**config.mk**
```make
export PLATFORM = sky130hd
export DESIGN_NAME = bcd_display_scan
export DESIGN_NICKNAME = d
export VERILOG_FILES = /design/src/rtl/bcd_disp_pkg.sv /design/src/rtl/bcd_to_seg7.sv /design/src/rtl/bcd_display_scan.sv
export SDC_FILE = /design/constraint.sdc
export NUM_CORES = 1
export LEC_CHECK = 0
export ABC_CLOCK_PERIOD_IN_PS = 2250
export CAP_MARGIN = 25
export CORE_MARGIN = 3
export CORE_UTILIZATION = 30
export DETAILED_ROUTE_END_ITERATION = 6
export GPL_TIMING_DRIVEN = 0
export PLACE_DENSITY = 0.53
export SYNTH_ARGS = -nofsm -noshare
export SYNTH_HDL_FRONTEND = slang
export SYNTH_SLANG_ARGS = --single-unit
```
**constraint.sdc**
```tcl
create_clock -name clk -period 2.25 [get_ports clk]
set_input_delay 0.45 -clock clk [delete_from_list [all_inputs] [get_ports clk]]
set_output_delay 0.45 -clock clk [all_outputs]
set_load 0.05 [all_outputs]
```
**src/rtl/bcd_disp_pkg.sv**
```systemverilog
// Shared types and segment constants for the BCD display scanner.
// Segment codes are active-low {g,f,e,d,c,b,a}.
package bcd_disp_pkg;

    typedef enum logic [1:0] {
        ST_LOAD,
        ST_SHOW,
        ST_GAP
    } state_t;

    localparam logic [6:0] SEG_BLANK = 7'h7F;
    localparam logic [6:0] SEG_DASH  = 7'h3F;

    // Entry n holds the pattern for digit n (index 9 is leftmost).
    localparam logic [9:0][6:0] SEG_LUT = {
        7'h10, 7'h00, 7'h78, 7'h02, 7'h12,
        7'h19, 7'h30, 7'h24, 7'h79, 7'h40
    };

endpackage

```
**src/rtl/bcd_to_seg7.sv**
```systemverilog
// Combinational BCD to active-low seven-segment decoder.
// Codes above 9 render as a dash (segment g only).
module bcd_to_seg7
    import bcd_disp_pkg::*;
(
    input  logic [3:0] bcd,
    output logic [6:0] seg
);

    // Table lookup for valid digits, dash for anything else.
    always_comb begin
        seg = SEG_DASH;
        if (bcd <= 4'd9) begin
            seg = SEG_LUT[bcd];
        end
    end

endmodule

```
**src/rtl/bcd_display_scan.sv**
```systemverilog
// Multiplexed common-anode display scanner: snapshot, dwell, gap.
// Optional leading-zero blanking under LEADING_ZERO_BLANK_EN.
module bcd_display_scan
    import bcd_disp_pkg::*;
#(
    parameter int DIGITS      = 4,
    parameter int REFRESH_DIV = 100000
) (
    input  logic                  clk,
    input  logic                  rst,
    input  logic [4*DIGITS-1:0]   bcd_in,
    output logic [6:0]            seg,
    output logic [DIGITS-1:0]     an,
    output logic                  frame_start,
    output logic                  bcd_err
);

    localparam int CW = $clog2(REFRESH_DIV + 1);
    localparam int IW = (DIGITS > 1) ? $clog2(DIGITS) : 1;

    localparam logic [CW-1:0] CNT_LAST = CW'(REFRESH_DIV - 1);
    localparam logic [IW-1:0] IDX_LAST = IW'(DIGITS - 1);

    state_t              state, state_d;
    logic [IW-1:0]       idx, idx_d;
    logic [CW-1:0]       cnt, cnt_d;
    logic [4*DIGITS-1:0] snap, snap_d;
    logic                err_d, load_err;
    logic [DIGITS-1:0]   an_d;
    logic [6:0]          seg_d, dec_seg;
    logic                fs_d;
    logic [3:0]          dig;

`ifdef LEADING_ZERO_BLANK_EN
    logic [DIGITS-1:0]   blank, blank_d, load_blank;
    logic                nz;

    // Blank zero digits above the most significant non-zero one.
    always_comb begin
        load_blank = '0;
        nz         = 1'b0;
        for (int i = DIGITS - 1; i > 0; i--) begin
            nz            = nz | (bcd_in[4*i +: 4] != 4'd0);
            load_blank[i] = ~nz;
        end
    end
`endif

    // Flag any out-of-range code in the value about to be loaded.
    always_comb begin
        load_err = 1'b0;
        for (int i = 0; i < DIGITS; i++) begin
            if (bcd_in[4*i +: 4] > 4'd9) begin
                load_err = 1'b1;
            end
        end
    end

    // Next-state logic for the scan sequence.
    always_comb begin
        state_d = state;
        idx_d   = idx;
        cnt_d   = cnt;
        snap_d  = snap;
        err_d   = bcd_err;
`ifdef LEADING_ZERO_BLANK_EN
        blank_d = blank;
`endif
        unique case (state)
            ST_LOAD: begin
                snap_d  = bcd_in;
                idx_d   = '0;
                cnt_d   = '0;
                err_d   = load_err;
`ifdef LEADING_ZERO_BLANK_EN
                blank_d = load_blank;
`endif
                state_d = ST_SHOW;
            end
            ST_SHOW: begin
                if (cnt == CNT_LAST) begin
                    cnt_d   = '0;
                    state_d = ST_GAP;
                end else begin
                    cnt_d = cnt + 1'b1;
                end
            end
            ST_GAP: begin
                if (idx == IDX_LAST) begin
                    state_d = ST_LOAD;
                end else begin
                    idx_d   = idx + 1'b1;
                    state_d = ST_SHOW;
                end
            end
            default: state_d = ST_LOAD;
        endcase
    end

    assign dig = snap_d[4*idx_d +: 4];

    bcd_to_seg7 u_dec (
        .bcd (dig),
        .seg (dec_seg)
    );

    // Outputs for the upcoming state, so registers line up with it.
    always_comb begin
        an_d  = '1;
        seg_d = SEG_BLANK;
        fs_d  = (state == ST_LOAD);
        if (state_d == ST_SHOW) begin
            an_d[idx_d] = 1'b0;
            seg_d       = dec_seg;
`ifdef LEADING_ZERO_BLANK_EN
            if (blank_d[idx_d]) begin
                seg_d = SEG_BLANK;
            end
`endif
        end
    end

    // State and output registers with synchronous active-low reset.
    always_ff @(posedge clk) begin
        if (!rst) begin
            state       <= ST_LOAD;
            idx         <= '0;
            cnt         <= '0;
            snap        <= '0;
            an          <= '1;
            seg         <= SEG_BLANK;
            frame_start <= 1'b0;
            bcd_err     <= 1'b0;
`ifdef LEADING_ZERO_BLANK_EN
            blank       <= '0;
`endif
        end else begin
            state       <= state_d;
            idx         <= idx_d;
            cnt         <= cnt_d;
            snap        <= snap_d;
            an          <= an_d;
            seg         <= seg_d;
            frame_start <= fs_d;
            bcd_err     <= err_d;
`ifdef LEADING_ZERO_BLANK_EN
            blank       <= blank_d;
`endif
        end
    end

endmodule

```
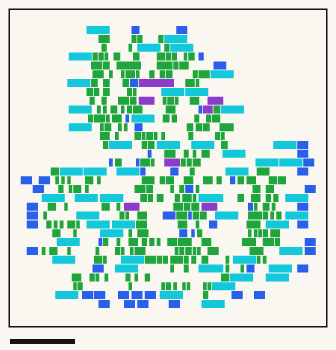
*Cells colored by class, run 1*
Bar = 20 um.
Key: remaining buffers and delay cells = blue [cells 52]; sequential cells = cyan [cells 50]; clock drivers and dummy loads = purple [cells 7]; remaining logic cells = green [cells 241]

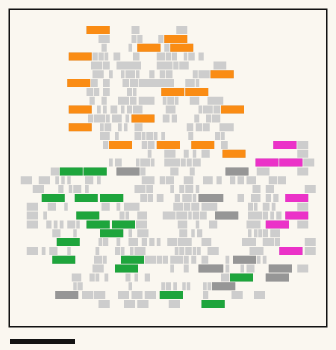
*Sequential cells colored by netlist name, run 1*
Bar = 20 um. Other sequential cells in the stronger gray, the rest of the logic in the fainter gray.
Key: `seg` = magenta [placed flops 7, where middle right]; `cnt` = orange [placed flops 17]; `snap` = green [placed flops 16]
Another 10 sequential cells are not colored.
Register Area: 0.00100 mm^2
Layout Utilization: 39.4%
Sequential Power: 0.000943 W
sequential cell area share: 32.1%

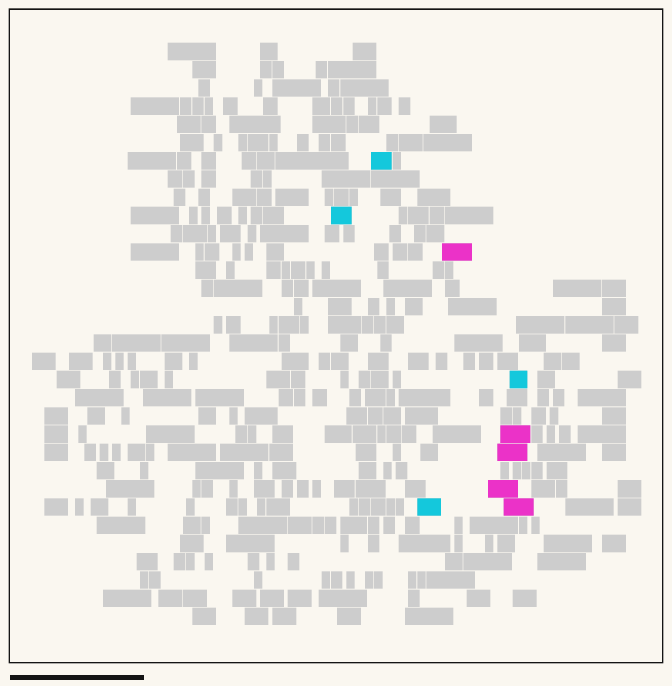
*Gate-type map, run 1*
Bar = 20 um.
Key: fa/ha/maj cells = magenta [cells 5, most used ha_1]; non-inverting ao/oa cells = cyan [cells 4]
Cell Count, Final, Fillers Out: 452
Comb area share: 44.6%
Commonest Layout Cell: nand2_1

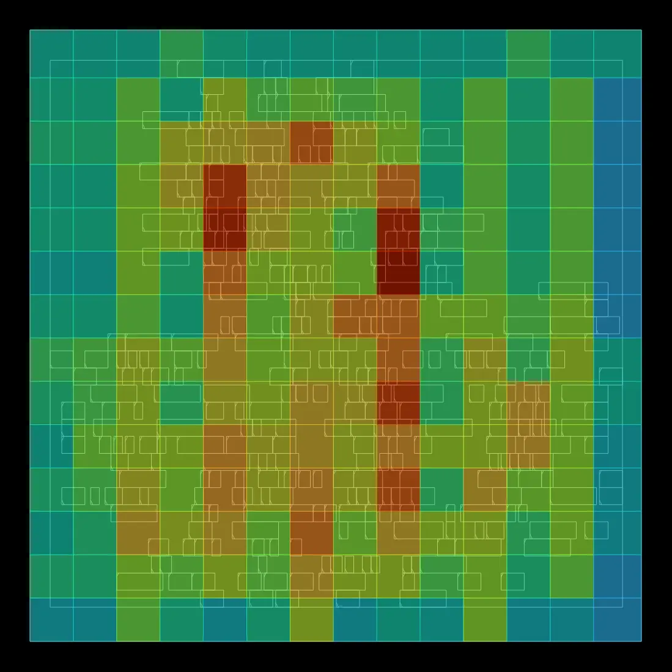
*Routing congestion map, run 1*
layer with the highest usage: met2
met2 GRT Util: 20.2%
DR WL/cell: 14.1 um

==> Changelog: implementation, run 1 <==
### Changed

- Family with the most delay on the worst path: simple AND/OR/NAND/NOR gates
- CP Class: reg2reg
- Most used DFF post-synth: dfxtp_1
- PD cells: 604 mW/mm^2
- CP required: ~2.5 ns
- Dominant kind of cell: combinational gates
- Clock power share: roughly a third
- Post-synth regs: around 50
- Avg Vias per Cell: 5.21
- Data arrival, critical path: 2.33 ns
- Crit Path Max Fanout: 9
- Int Power: 0.00137 W
- Pre-CTS setup slack: -0.464 ns
- CP startpoint kind: register
- Hold WS: 0.460 ns
- Max Freq: ~470 MHz
- Final Max Slew Viols: 0
- Longest Clk Path Bufs: 2
- First-pass GRT wire length: approximately 11 mm
- Synthesized area: approximately 0.0025 mm^2
- DRT iter0 DRCs: ~140
- Final Skew: 0.0104 ns
- CTS root buf: clkbuf_8
- Status: finished clean
- Signal buffers: 52
- Critical Path End Type: register
- Final hold vios: 0
- Inverters excl. clock: 15
- Core area: just under 0.008 mm^2
- Wl on met1: 3.19 mm
- Switching portion of total power: around 27%
- Die W: approximately 100 um
- Period utilization: 94.4%
- Minimum clock period: ~2.1 ns
- Most frequent cells in the layout: nand2_1 (51), dfxtp_1 (48), clkdlybuf4s50_1 (30)
- Yosys stat area: approximately 0.0025 mm^2
- Met3 Track Usage GR: 2.80%
- P_leak: roughly 1.1 nW
- Fin area: around 0.0031 mm^2
- Grt met1 use: 19.8%
- Ratio of cells with drive above 1 in the final layout: under 10%
- Clock buf/inv share: around 3.4%
- Num CTS Buffers: 5
- Final setup TNS: 0 ns
- Switch Pwr: just over 0.0005 W
- Tapcell Cnt: just over 100
- Syn-to-layout area delta: 24.8%
- Seq pwr share: 50.0%
- Htree depth: 2
- Worst Setup Slack, final: 0.126 ns
- Distinct lib cells used: 53
- Detailed route wirelength on metal2: 2.86 mm
- Ys Warns: 0
- Logic pwr share: 16.4%
- Io pins: 31
- Average size of a mapped cell: ~8.1 um^2
- Most flops, register: cnt
- Vias: approximately 2,400
- Syn_nets: 332
- Clock Sinks: ~50
- Flip-flops: 50
- Tool warnings: 29
- Ys async rst share: 0%
- Cts-stage hold buffer count: 0
==> run 1: final timing paths <==
path	from	slack (ns)	end	cells past startpoint
worst min register to register	snap[2]	0.46	snap[2]	2
worst max-delay path	cnt[11]	0.13	cnt[8]	6
worst min-delay path	snap[2]	0.46	snap[2]	2
worst max register to register	cnt[11]	0.13	cnt[8]	6
==> run 1: cells in the mapped netlist, drive strengths merged, types with 4 or more instances <==
library cell,instances,area (um^2)
nand3b,4,30.0
a21oi,21,105
inv,15,56.3
nor3,4,25.0
clkbuf,13,48.8
nand3,10,50.1
nor2,13,48.8
nand2,51,191
nor2b,4,25.0
ha,5,62.6
o21ai,29,145
and3,6,37.5
a21boi,12,90.1
nand4,8,50.1
mux2i,8,80.1
dfxtp,50,1000
buf,5,31.3
==> run 1: cells by family (layout without fill, tap and decap cells) <==
| kind of cell | Yosys count | in the layout | share of synthesized area (%) |
|---|---|---|---|
| xor+xnor | 1 | 1 | 0.350 |
| buf+inv | 33 | 74 | 5.45 |
| fa+ha+maj | 5 | 5 | 2.50 |
| simple gates | 124 | 124 | 26.4 |
| flops | 50 | 50 | 40.0 |
| mux | 8 | 8 | 3.20 |
| compound gates | 88 | 88 | 22.1 |
==> run 1: worst min-delay path, delay by kind of cell, from the launching register on <==
| kind | cells | cell delay, ns |
|---|---|---|
| AND-OR/OR-AND | 1 | 0.05 |
| AND/OR/NAND/NOR | 1 | 0.05 |
| flip-flops | 1 | 0.32 |
==> run 1: power by group through the flow <==
stage / sequential [W] / combinational (W) / clock [W]
floorplan: 0.00102 / 0.000127 / 0
global placement: 0.000962 / 0.000298 / 0
detailed placement: 0.000963 / 0.000298 / 0
CTS: 0.000943 / 0.000301 / 0.000656
global route: 0.000949 / 0.000339 / 0.000687
finish: 0.000943 / 0.000310 / 0.000633
==> inputs of run 2 (changes only) <==
--- a/config.mk
+++ b/config.mk
@@ -12,6 +12,8 @@
 export DETAILED_ROUTE_END_ITERATION = 6
 export GPL_TIMING_DRIVEN = 0
 export PLACE_DENSITY = 0.53
+export SLEW_MARGIN = 20
 export SYNTH_ARGS = -nofsm -noshare
 export SYNTH_HDL_FRONTEND = slang
 export SYNTH_SLANG_ARGS = --single-unit
+export TNS_END_PERCENT = 20
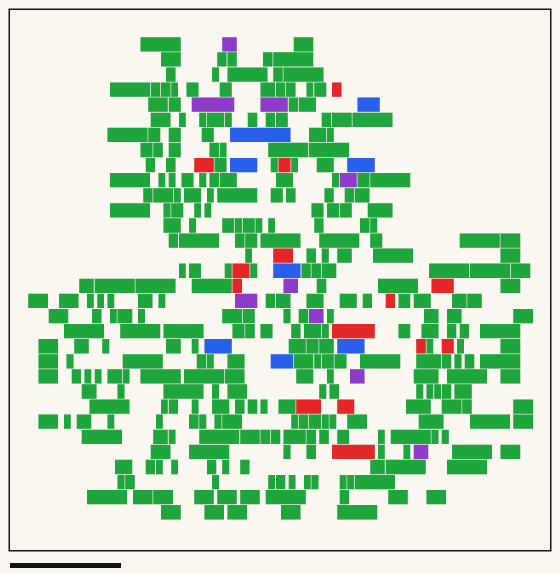
*Cell sizes after repair, run 2*
Bar = 20 um.
Key: x2 = red [cells 14, share 4.0%]; x3 and x4 = purple [cells 9, share 2.6%]; x1 and smaller = green [cells 316, share 91%]; x6 and larger = blue [cells 8, share 2.3%]

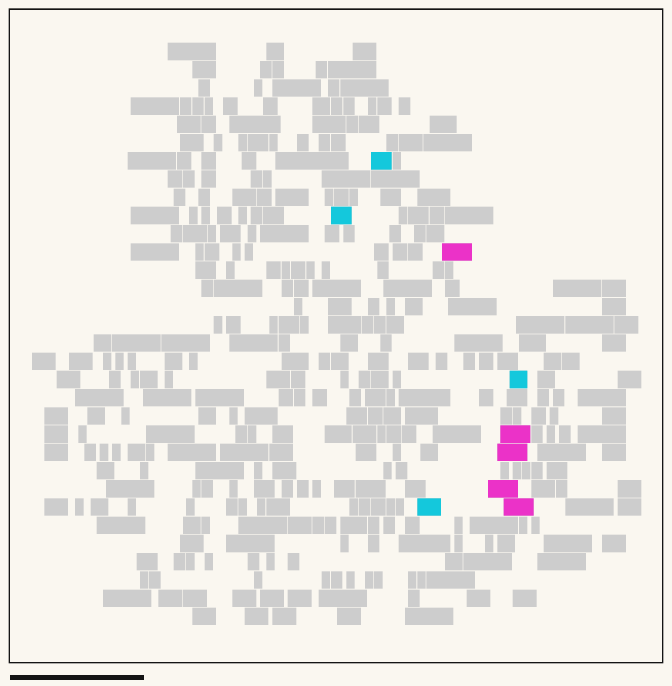
*Gate-type map, run 2*
Bar = 20 um.
Key: non-inverting ao/oa cells = cyan [cells 4]; fa/ha/maj cells = magenta [cells 5, most used ha_1]

==> run 2 against run 1 <==
Compared with the run above:
- worst setup slack got worse by 0.022 ns
- register-to-register slack got worse by 0.02 ns
- die area unchanged
- clock skew decreased by 0.0018 ns
- final area decreased by 0.72%
- final cell count decreased by 0.66%
- via count decreased by 0.38%
- count of clock-buffer cells in the layout unchanged
- global-route usage decreased by 0.10 points
==> Changelog: implementation, run 2 <==
### Changed

- Buf/Inv on CP: 2 (was 1)
- Die Height: 97.3 um (unchanged)
- Cell Count, Final, Fillers Out: 449 (was 452)
- Avg Vias per Cell: 5.22 (was 5.21)
- Yosys stat area: 0.00250 mm^2 (unchanged)
- PD cells: 608 mW/mm^2 (was 604 mW/mm^2)
- DR WL/cell: 14.1 um (about the same)
- Max Freq: 466 MHz (was 471 MHz)
- R2r setup slk: 0.10 ns (was 0.13 ns)
- Post-synth area hogs: dfxtp_1 (40%), nand2_1 (7.7%), o21ai_0 (5.8%), a21oi_1 (4.2%), a21boi_0 (3.6%) (unchanged)
- Hold WS: 0.462 ns (was 0.460 ns)
- Die W: 97.3 um (unchanged)
- Ratio of cells with drive above 1 in the final layout: 8.93% (was 9.71%)
- Average size of a mapped cell: 8.09 um^2 (unchanged)
- Most used DFF post-synth: dfxtp_1 (unchanged)
- Final Max Slew Viols: 0 (unchanged)
- CP startpoint kind: register (unchanged)
- Commonest Layout Cell: nand2_1 (unchanged)
- Hold Path Stages: 2 (unchanged)
- CTS root buf: clkbuf_8 (unchanged)
- Synth area leader: dfxtp_1 (unchanged)
- Io pins: 31 (unchanged)
- Post-synth top cells: nand2_1 (51), dfxtp_1 (50), o21ai_0 (29) (unchanged)
- First-pass GRT wire length: 10.7 mm (about the same)
- Most flops, register: cnt (unchanged)
- Hold Path End: snap[2] (unchanged)
- Tool warnings: 31 (was 29)
- Fin area: 0.00310 mm^2 (was 0.00312 mm^2)
- RSZ-0062 raised after global routing: yes
- Longest Clk Path Bufs: 2 (unchanged)
- Data arrival, critical path: 2.35 ns (was 2.33 ns)
- Top-count cell post-synth: nand2_1 (unchanged)
- CP required: 2.46 ns (about the same)
- Most frequent cells in the layout: nand2_1 (51), dfxtp_1 (48), clkdlybuf4s50_1 (30) (unchanged)
- Ys Warns: 0 (unchanged)
- Syn_nets: 332 (unchanged)
- CP Class: reg2reg (unchanged)
- Critical Path End Type: register (unchanged)
- Core area: 0.00793 mm^2 (unchanged)
- RR Startpoint: cnt[5] (was cnt[11])
- Htree depth: 2 (unchanged)
- Syn-to-layout area delta: 23.9% (was 24.8%)
- Reg2reg path depth: 7 (was 6)
- Num CTS Buffers: 5 (unchanged)
- Minimum clock period: 2.15 ns (was 2.12 ns)
- Distinct lib cells used: 53 (unchanged)
- Clock Sinks: 50 (unchanged)
- Area leader share: 40.0% (unchanged)
- Hold_sp: snap[2] (unchanged)
- Vias: 2,345 (was 2,354)
- Synthesized area: 0.00250 mm^2 (unchanged)
- Worst-Margin Slew: 0.553 ns (was 0.550 ns)
- Final Skew: 0.00859 ns (was 0.0104 ns)
- Final setup TNS: 0 ns (unchanged)
- CP Depth: 7 (was 6)
- Family with the most delay on the worst path: simple AND/OR/NAND/NOR gates (unchanged)
- DRT iter0 DRCs: 136 (was 139)
- Ys async rst share: 0% (unchanged)
- Period utilization: 95.3% (was 94.4%)
- Final hold vios: 0 (unchanged)
- Status: finished clean (unchanged)
- P_leak: 1.10 nW (was 1.12 nW)
- Dpl hpwl: 4.67 mm (unchanged)
- Worst reg2reg endpoint: cnt[8] (unchanged)
- Placed cell areas: 0.00293 mm^2 (unchanged)
- Crit Path Max Fanout: 9 (unchanged)
- Post-synth regs: 50 (unchanged)
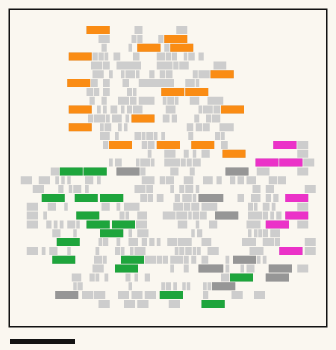
*Sequential cells colored by netlist name, run 2*
Bar = 20 um. Other sequential cells in the stronger gray, the rest of the logic in the fainter gray.
Key: `cnt` = orange [placed flops 17]; `seg` = magenta [placed flops 7, where middle right]; `snap` = green [placed flops 16]

## run 2: cell type report
type,count,area (um^2)
buffer,17,95.1
clock buffer,5,68.8
clock inverter,2,38.8
fill,851,4830
inverter,15,56.3
multi-input combinational,226,1390
sequential,50,1000
tap,102,128
timing repair buffer,32,315
## run 2: tightest hold or removal path: cells and delay by family, from the launching register on
kind,cells,cell delay [ns]
AOI/OAI and AO/OA,1,0.05
DFF,1,0.32
and+or+nand+nor,1,0.05
## run 2: power breakdown
part	total (W)	switching (W)	internal (W)
Clock	0.000633	0.000305	0.000327
Sequential	0.000943	0.0000204	0.000922
Combinational	0.000307	0.000185	0.000122
## run 2: worst max path at each step
stage               startpoint     end
floorplan               idx[1]  seg[0]
global route            idx[0]  seg[2]
global placement        idx[1]  seg[0]
CTS                    cnt[11]  cnt[8]
finish                  cnt[5]  cnt[8]
detailed placement      idx[1]  seg[0]
## run 2: per-stage QoR
stage,util [%],worst slack (ns)
after floorplan,-,0.0270
after global placement,36.9,-0.435
after detailed placement,36.9,-0.464
after CTS,38.6,-0.0255
after global routing,39.1,-0.0130
final,39.1,0.105
## run 2: routing by layer
metal,part of all wire [%],GRT usage [%],wire [um],up-vias
met2,45,19.9,2870,62
met4,0.69,4.58,44,0
li1,-,-,-,1183
met1,50,19.8,3190,1098
met5,0,0,0,-
met3,3.8,2.80,239,2
## run 2: logic make-up after synthesis
kind of cell	synth area share [%]
AOI/OAI and AO/OA	22.1
buffers and inverters	5.45
xor gates and xnor gates	0.350
muxes	3.20
and+or+nand+nor	26.4
adders and majority gates	2.50
DFF	40.0
## run 2: repair_timing
item                       4_1_cts  5_1_grt
setup endpoints to repair        8       16
setup buffers                    0        2
resized                         10       12
pin swaps                        2        3
cloned                           0        0
hold buffers                     0        0
Power is estimated from default activity; no workload was simulated.
